[config.mk]
export PLATFORM = sky130hd
export DESIGN_NAME = alarm_timekeeper
export DESIGN_NICKNAME = d
export VERILOG_FILES = /design/src/rtl/alarm_pkg.sv /design/src/rtl/bcd_counter.sv /design/src/rtl/alarm_timekeeper.sv
export SDC_FILE = /design/constraint.sdc
export NUM_CORES = 1
export LEC_CHECK = 0
export ABC_AREA = 0
export CORE_ASPECT_RATIO = 1.4
export CORE_MARGIN = 4
export CORE_UTILIZATION = 30
export DETAILED_ROUTE_END_ITERATION = 12
export PLACE_DENSITY = 0.5
export SYNTH_ARGS = -nofsm -noshare
export SYNTH_HDL_FRONTEND = slang
export SYNTH_SLANG_ARGS = --single-unit
[constraint.sdc]
create_clock -name MCLK -period 12.4 [get_ports MCLK]
set_input_delay 2.48 -clock MCLK [delete_from_list [all_inputs] [get_ports MCLK]]
set_output_delay 2.48 -clock MCLK [all_outputs]
set_load 0.005 [all_outputs]
[src/rtl/alarm_pkg.sv]
// Shared constants, types and BCD helpers for the alarm_timekeeper block.
// Times are held as two-digit BCD bytes in 24-hour form throughout.
package alarm_pkg;

    localparam logic [7:0] SEC_MAX  = 8'h59;
    localparam logic [7:0] MIN_MAX  = 8'h59;
    localparam logic [7:0] HOUR_MAX = 8'h23;

    typedef struct packed {
        logic [7:0] hh;
        logic [7:0] mm;
    } alarm_t;

    typedef struct packed {
        logic       pm;
        logic [7:0] hh;
    } hour12_t;

    // Next value of a two-digit BCD field that wraps to 00 after limit.
    function automatic logic [7:0] bcd_next(input logic [7:0] value, input logic [7:0] limit);
        if (value == limit) begin
            return 8'h00;
        end
        if (value[3:0] == 4'd9) begin
            return {value[7:4] + 4'd1, 4'd0};
        end
        return {value[7:4], value[3:0] + 4'd1};
    endfunction

    // 24-hour BCD hour to 12-hour BCD hour plus PM flag (00 shows as 12 AM).
    function automatic hour12_t to_12h(input logic [7:0] hh24);
        logic [4:0] bin;
        hour12_t    r;
        bin  = 5'(hh24[7:4]) * 5'd10 + 5'(hh24[3:0]);
        r.pm = (bin >= 5'd12);
        if (r.pm) begin
            bin = bin - 5'd12;
        end
        if (bin == 5'd0) begin
            bin = 5'd12;
        end
        r.hh = (bin >= 5'd10) ? {4'd1, 4'(bin - 5'd10)} : {4'd0, bin[3:0]};
        return r;
    endfunction

endpackage

[src/rtl/bcd_counter.sv]
// Two-digit BCD counter wrapping after MAX; clear has priority over inc.
// carry_o flags the increment that wraps the counter back to 00.
module bcd_counter
    import alarm_pkg::*;
#(
    parameter logic [7:0] MAX = SEC_MAX
) (
    input  logic       clk_i,
    input  logic       clear_i,
    input  logic       inc_i,
    output logic [7:0] value_o,
    output logic       carry_o
);

    logic [7:0] value_q;
    logic [7:0] value_d;

    // NOTE: every signal written in always_comb gets a default first, so no latch is inferred.
    always_comb begin
        value_d = value_q;
        if (clear_i) begin
            value_d = 8'h00;
        end else if (inc_i) begin
            value_d = bcd_next(value_q, MAX);
        end
    end

    // NOTE: state is updated with <= so every counter samples pre-edge values of its neighbours.
    always_ff @(posedge clk_i) begin
        value_q <= value_d;
    end

    assign value_o = value_q;
    assign carry_o = inc_i && !clear_i && (value_q == MAX);

endmodule

[src/rtl/alarm_timekeeper.sv]
// Time-of-day core with NUM_ALARMS alarms, snooze, 12/24-hour display and fast tick.
// Define HOURLY_CHIME_EN to build the one-cycle chime pulse on every hh:00:00.
module alarm_timekeeper
    import alarm_pkg::*;
#(
    parameter int CLK_DIV    = 50_000_000,
    parameter int FAST_DIV   = 4,
    parameter int NUM_ALARMS = 2,
    parameter int SNOOZE_MIN = 9,
    localparam int SEL_W     = (NUM_ALARMS > 1) ? $clog2(NUM_ALARMS) : 1
) (
    input  logic                  MCLK,
    input  logic                  reset,
    input  logic                  fast,
    input  logic                  mode_12h,
    input  logic                  set_time,
    input  logic                  set_alarm,
    input  logic [SEL_W-1:0]      alarm_sel,
    input  logic                  inc_min,
    input  logic                  inc_hour,
    input  logic [NUM_ALARMS-1:0] alarm_en,
    input  logic                  snooze,
    input  logic                  ack,
    output logic [7:0]            hh_bcd,
    output logic [7:0]            mm_bcd,
    output logic [7:0]            ss_bcd,
    output logic                  pm,
    output logic [NUM_ALARMS-1:0] ring,
    output logic                  sec_tick,
    output logic                  chime
);

    localparam int DIV_MAX = (CLK_DIV > FAST_DIV) ? CLK_DIV : FAST_DIV;
    localparam int DIV_W   = (DIV_MAX > 1) ? $clog2(DIV_MAX) : 1;
    localparam logic [DIV_W-1:0] CLK_LAST  = DIV_W'(CLK_DIV - 1);
    localparam logic [DIV_W-1:0] FAST_LAST = DIV_W'(FAST_DIV - 1);
    localparam logic [5:0]       SNZ_LOAD  = 6'(SNOOZE_MIN);

    // ---------------- prescaler ----------------
    logic [DIV_W-1:0] div_q, div_d;
    logic             fast_q;
    logic             tick_q;
    logic             wrap;

    always_comb begin
        div_d = div_q + DIV_W'(1);
        wrap  = 1'b0;
        // A change of rate or a time edit restarts the second from zero.
        if (set_time || (fast != fast_q)) begin
            div_d = '0;
        end else if (div_q == (fast ? FAST_LAST : CLK_LAST)) begin
            div_d = '0;
            wrap  = 1'b1;
        end
    end

    always_ff @(posedge MCLK) begin
        fast_q <= fast;
        if (reset) begin
            div_q  <= '0;
            tick_q <= 1'b0;
        end else begin
            div_q  <= div_d;
            tick_q <= wrap;
        end
    end

    assign sec_tick = tick_q;

    // ---------------- time of day ----------------
    logic [7:0] ss_cur, mm_cur, hh_cur;
    logic       ss_carry, mm_carry, hh_carry_unused;
    logic       hour_roll;

    assign hour_roll = mm_carry && !set_time;

    bcd_counter #(.MAX(SEC_MAX)) u_ss (
        .clk_i   (MCLK),
        .clear_i (reset || set_time),
        .inc_i   (wrap),
        .value_o (ss_cur),
        .carry_o (ss_carry)
    );

    bcd_counter #(.MAX(MIN_MAX)) u_mm (
        .clk_i   (MCLK),
        .clear_i (reset),
        .inc_i   (ss_carry || (set_time && inc_min)),
        .value_o (mm_cur),
        .carry_o (mm_carry)
    );

    bcd_counter #(.MAX(HOUR_MAX)) u_hh (
        .clk_i   (MCLK),
        .clear_i (reset),
        .inc_i   (hour_roll || (set_time && inc_hour)),
        .value_o (hh_cur),
        .carry_o (hh_carry_unused)
    );

    // ---------------- alarm registers ----------------
    alarm_t alarms [NUM_ALARMS];

    for (genvar i = 0; i < NUM_ALARMS; i++) begin : g_alarm
        logic       edit_sel;
        logic [7:0] hh_v, mm_v;
        logic       hh_carry_unused_a, mm_carry_unused_a;

        assign edit_sel = set_alarm && !set_time && (alarm_sel == SEL_W'(i));

        bcd_counter #(.MAX(MIN_MAX)) u_alarm_mm (
            .clk_i   (MCLK),
            .clear_i (reset),
            .inc_i   (edit_sel && inc_min),
            .value_o (mm_v),
            .carry_o (mm_carry_unused_a)
        );

        bcd_counter #(.MAX(HOUR_MAX)) u_alarm_hh (
            .clk_i   (MCLK),
            .clear_i (reset),
            .inc_i   (edit_sel && inc_hour),
            .value_o (hh_v),
            .carry_o (hh_carry_unused_a)
        );

        assign alarms[i] = '{hh: hh_v, mm: mm_v};
    end

    // ---------------- match, ring and snooze ----------------
    alarm_t                next_hhmm;
    logic [NUM_ALARMS-1:0] match, expire;
    logic [NUM_ALARMS-1:0] ring_q, ring_d;
    logic [5:0]            snz_q [NUM_ALARMS];
    logic [5:0]            snz_d [NUM_ALARMS];

    // hh:mm the time moves to on a seconds wrap; only consulted when ss_carry is set.
    always_comb begin
        next_hhmm.mm = bcd_next(mm_cur, MIN_MAX);
        next_hhmm.hh = (mm_cur == MIN_MAX) ? bcd_next(hh_cur, HOUR_MAX) : hh_cur;
    end

    always_comb begin
        for (int i = 0; i < NUM_ALARMS; i++) begin
            match[i]  = ss_carry && alarm_en[i] && (next_hhmm == alarms[i]);
            expire[i] = ss_carry && alarm_en[i] && (snz_q[i] == 6'd1);
        end
    end

    always_comb begin
        ring_d = ring_q;
        for (int i = 0; i < NUM_ALARMS; i++) begin
            snz_d[i] = snz_q[i];
            if (ss_carry && (snz_q[i] != 6'd0)) begin
                snz_d[i] = snz_q[i] - 6'd1;
            end
            if (ack) begin
                ring_d[i] = 1'b0;
                snz_d[i]  = 6'd0;
            end else if (snooze && ring_q[i]) begin
                ring_d[i] = 1'b0;
                snz_d[i]  = SNZ_LOAD;
            end
            if (!alarm_en[i]) begin
                ring_d[i] = 1'b0;
                snz_d[i]  = 6'd0;
            end
            // A fresh match or snooze expiry overrides any silence request on the same edge.
            if (match[i] || expire[i]) begin
                ring_d[i] = 1'b1;
            end
        end
    end

    // NOTE: the per-alarm snooze counters are ordinary flops, so reset clears them explicitly.
    always_ff @(posedge MCLK) begin
        if (reset) begin
            ring_q <= '0;
            for (int i = 0; i < NUM_ALARMS; i++) begin
                snz_q[i] <= 6'd0;
            end
        end else begin
            ring_q <= ring_d;
            for (int i = 0; i < NUM_ALARMS; i++) begin
                snz_q[i] <= snz_d[i];
            end
        end
    end

    assign ring = ring_q;

    // ---------------- display ----------------
    alarm_t  shown;
    hour12_t h12;

    always_comb begin
        shown  = '{hh: hh_cur, mm: mm_cur};
        ss_bcd = ss_cur;
        if (set_alarm && !set_time) begin
            shown  = '0;
            ss_bcd = 8'h00;
            for (int i = 0; i < NUM_ALARMS; i++) begin
                if (alarm_sel == SEL_W'(i)) begin
                    shown = alarms[i];
                end
            end
        end
        h12    = to_12h(shown.hh);
        mm_bcd = shown.mm;
        hh_bcd = mode_12h ? h12.hh : shown.hh;
        pm     = mode_12h && h12.pm;
    end

    // ---------------- hourly chime ----------------
`ifdef HOURLY_CHIME_EN
    logic chime_q;

    always_ff @(posedge MCLK) begin
        if (reset) begin
            chime_q <= 1'b0;
        end else begin
            chime_q <= hour_roll;
        end
    end

    assign chime = chime_q;
`else
    assign chime = 1'b0;
`endif

endmodule
**Power grid**

Drawn at 2 px/um. Pins as bars on the die edge.
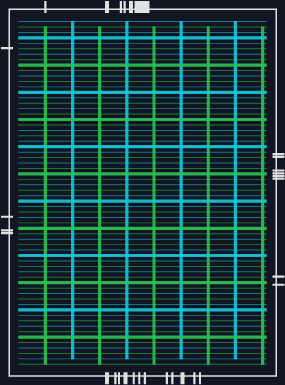
legend:
  green:
    net: VSS
  cyan:
    net: VDD
met5 straps: 12
met4 straps: 9
met1 rails: 64
rows: 63
signal pins: 42
Max IR drop VDD: 0.0000569 V
Die Y: 183 um

**Cell classes on the final placement**

Drawn at 1.5 px/um. Fill, decap, tap and diode cells in grey.
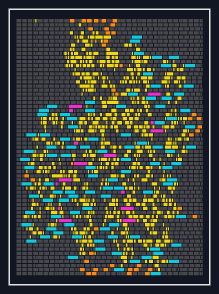
legend:
  cyan:
    class: registers
    cells: 98
    share_of_their_area: 28%
  orange:
    class: remaining buffers and delay cells
    cells: 42
    share_of_their_area: 5.8%
  yellow:
    class: remaining logic cells
    cells: 693
    share_of_their_area: 63%
  magenta:
    class: clock drivers and dummy loads
    cells: 15
    share_of_their_area: 3.8%
Final Util: 0.348
floorplan row count: 63
sequential cell area share: 0.265
Placeable Area: 21300 um^2
cell area after layout: 7400 um^2

==> impl_metrics.ini <==
; implementation run metrics
[status]
outcome = completed

[finish]
nClkBuffers = 10
lay_top_count = nor2_1
area_delta_synth_final_pct = 13.3
num_antenna_cells = 0
final_nets = 899
logic_gates = 652
final_cells = 1108
largest-register = div_q
largest_reg_flops = 26
sh_comb_area = 0.579
comb_area_um2 = 4280

[route]
vias = 5649
wl_met1_mm = 7.26
drt_wl_total_mm = 16.9
top_layer = met4
drc = 0
wl_met3_um = 352
vias_per_cell = 5.10
wl_met2_mm = 8.94

[placement]
gp_congestion = 0.798
dp_slack_ps = 2430
hpwl_mm = 13.0

[synthesis]
top_cell = nor2_1
synth-edff-count = 0
synth-compound-area-share = 0.141
ys_sh_xor = 0.115
ys_cells = 824
area_leaders = dfxtp_1 (30%), ha_1 (7.9%), xnor2_1 (6.3%)
top_area_cell = dfxtp_1
yosysTopAreaCellShare = 0.300
ys_seq_frac = 0.300
ys_area_um2 = 6530
logic_family = simple AND/OR/NAND/NOR gates
synth_adder_area_share = 0.0816
yosys-top-cells-count = nor2_1 (107), dfxtp_1 (98), nand2_1 (71)
netlist_area_um2 = 6530
synth_cells = 824

[hold_path]
hp-start = div_q[0]$_SDFF_PP0_

[grt]
met2_usage = 0.268
antenna_found_initial = 0
overflow = 0
grt_max_degree = 46
use_met3 = 0.0190

[critical_path]
cp_cell_sequence = clkdlybuf4s50_1 -> nand2b_1 -> buf_4 -> o21ai_0 -> ha_1 -> inv_1 -> fa_1 -> xor2_1 -> inv_1 -> ha_1 -> nor2_1 -> o22ai_1 -> o21ai_0 -> o21ai_0 -> ha_1 -> a32o_1 -> mux2_4 -> o221ai_2 -> clkdlybuf4s50_1
worstReg2RegEnd = ring[0]$_SDFFE_PP0P_
cp_data_arrival_time_ps = 7490
rrSetupSlack_ps = 9380
rr_worst_depth = 9
cp_max_fo = 35
slowest_stage = clkdlybuf4s50_1
startpoint = set_time
cp.required_ps = 9920
critical_path.max_stage_delay_ps = 610
path_buffers = 5

[final_timing]
timing.hold.ws_ps = 455
period_needed_ps = 9970
fin_crit_sh = 0.804
rsz0062_at_grt = false
layout_setup_ws_ps = 2430
setup_viol = 0
slew_headroom = 0.369
setup_tns_ps = 0

[clock_tree]
holdBufCountCts = 0
clk-insertion-delay-late_ps = 350
clockBufferDepth = 2
numCtsBuffers = 9
ctsResizeCount = 0
clock-sinks = 98

[pwr]
intPower_mw = 0.474
leakagePower_nw = 2.67
power_frac_comb = 0.075
power.total_mw = 0.634
clkPwrFrac = 0.420

[die]
die-area_um2 = 24200
fp_util = 0.307
io_pins = 42

[job]
warning_count = 43
**Clock network drawn from the DEF**

Drawn at 3 px/um.
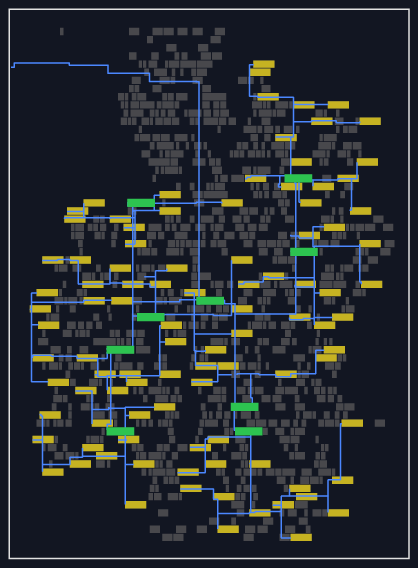
legend:
  blue:
    item: clock wires
    length: 1490 um
  yellow:
    item: flip-flops
    count: 98
  green:
    item: clock-net drivers
    count: 9
routed clock nets: 10

Power and IR drop assume default switching activity.
